Design pixmode_seq, sky130hd; sources not shown.
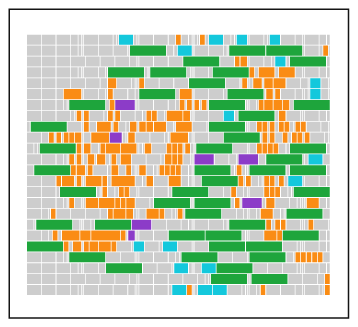
Figure 1: cells colored by class.
Drawn at 4 px/um. Fill, decap, tap and diode cells in gray.
Key: purple = clock drivers and dummy loads [cells 7, share of their area 3.5%]; orange = combinational and other logic [cells 163, share of their area 36%]; cyan = other buffers and delay cells [cells 18, share of their area 6.9%]; green = flops [cells 50, share of their area 53%]
core footprint: 4955 sq um
number of cell rows: 24
Seq/total area: 0.5136
final design instance area without fill: 2436 sq um
Core Util, Final: 0.4917

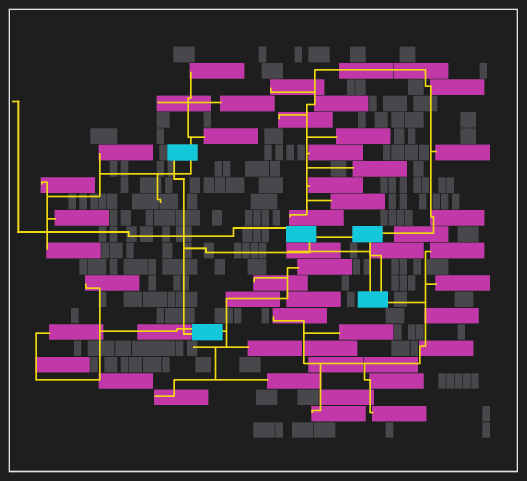
Figure 2: clock wires, drivers and flops.
Drawn at 6 px/um.
Key: yellow = clock wires [length 590 um]; cyan = clock drivers [count 5]; magenta = flip-flops [count 50]
There are 6 routed clock nets.
clock network power consumption: 0.000362 W
worst clock skew: 0.005032 ns
clock latency of the later-clocked register in the worst-skew pair: 0.30 ns
power share of the clock group: 0.318

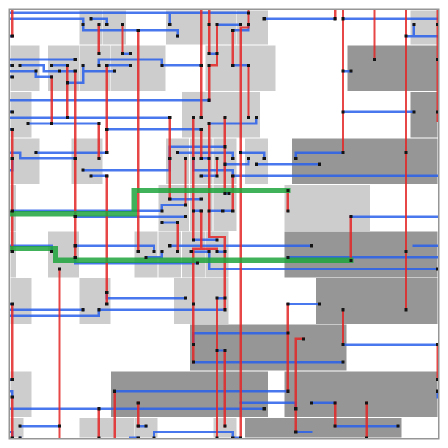
Figure 3: zoomed window.
Region (30, 26) to (55, 51) um. Cells in gray, sequential cells in the stronger gray; small squares are vias.
Key: red = metal 2; green = metal 3; blue = metal 1
Sequential cells in the window: 7. 36 logic cells have their middle in the window. Most frequent: dfrtp_1 (7), nand2_1 (6), nor3_1 (5).

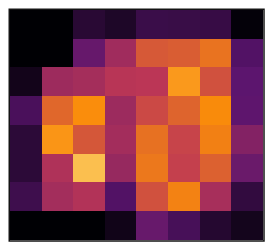
Figure 4: cell area per tile.
Drawn at 3 px/um. The die is cut into 8 by 8 equal tiles; black is low, pale yellow is high, 0 to 100% covered.
The emptiest ninth of the die: upper left. 13% of the tiles are nearly empty. The fullest tile reaches 86%. The mean over all tiles is 36%.
initial core utilization: 0.4351

==> summary.txt <==
impl run done, here's what came out: Ys Warns 0, number of inserted diodes 0, global-route wire length before repair 5802 um, startpoint class of the critical path flip-flop, setup repair after global routing missed its margin false, total area of multi-input combinational cells 753.2 sq um, required time at the worst-slack endpoint 2.48 ns, number of enable-type register cells in the synthesized netlist 0, combinational power share 0.082, share of final-layout standard cells stronger than drive strength 1 0.1765, mean instance size in the synthesized netlist 9.935 sq um, internal portion of total power 0.0008555 W, fraction of the cycle the final worst path needs 0.5366, FF-to-FF path depth 8, count of plain and timing-repair buffers in the layout 18, total global routing track utilization 0.1111, share of async-settable or async-resettable flops after synthesis 1.000, total length of routed met3 wires 127 um, crit path capture type output pin, remaining design rule violation count 0, Fmax achieved 0.6012 GHz, fill cell count 476, Flop Count 50, Worst Max-Slew Pin Slew 0.6250 ns, root cell of the clock tree clkbuf_8, number of sinks handled by clock tree synthesis 50, class of the tightest hold or removal check reg2reg, outcome complete, no violations, startpoint-to-endpoint class of the critical path reg2out, CP max FO 5, Synth Area in XOR/XNOR 0.04469, Max Buffers Root-to-Sink 2, number of cell instances after yosys synthesis 217, Buf/Inv on CP 1, non-clock buffering overhead in the final layout 0.06677, AO/OA Area Share 0.01567, total of max-cap violations 0, number of distinct standard cells referenced by the synthesized netlist 31, number of cells on the critical path 1, CTS H-Tree Depth 2, slowest cell delay on critical path 0.43 ns, die area 6484 sq um, # placed instances 296, Leak Pwr 1.185 nW, Hold Buf Count CTS 0, clock buffer count from CTS 5, count of vias placed by the detailed router 1329, DIE HEIGHT 76.79 um, library cell contributing the largest single delay on the critical path dfrtp_1, maximum VDD drop 236.8 uV, hold-critical path depth 0, Switching Power 0.0002838 W, met2 Resource Use GR 0.1759, power in combinational cells 0.0000937 W, Pwr Density 467.7 nW/um^2, IO Port Bufs 16, number of antenna violations at the first check in global routing 0, Die Width 84.44 um, switching part of the total 0.2491, TritonCTS clock tree yes, number of nets with antenna violations after detailed routing 0, main area contributors dfrtp_1, nand2_1, nor2_1, Adder-Cell Fraction of Synth Area 0.005804
Power is estimated from default activity; no workload was simulated.
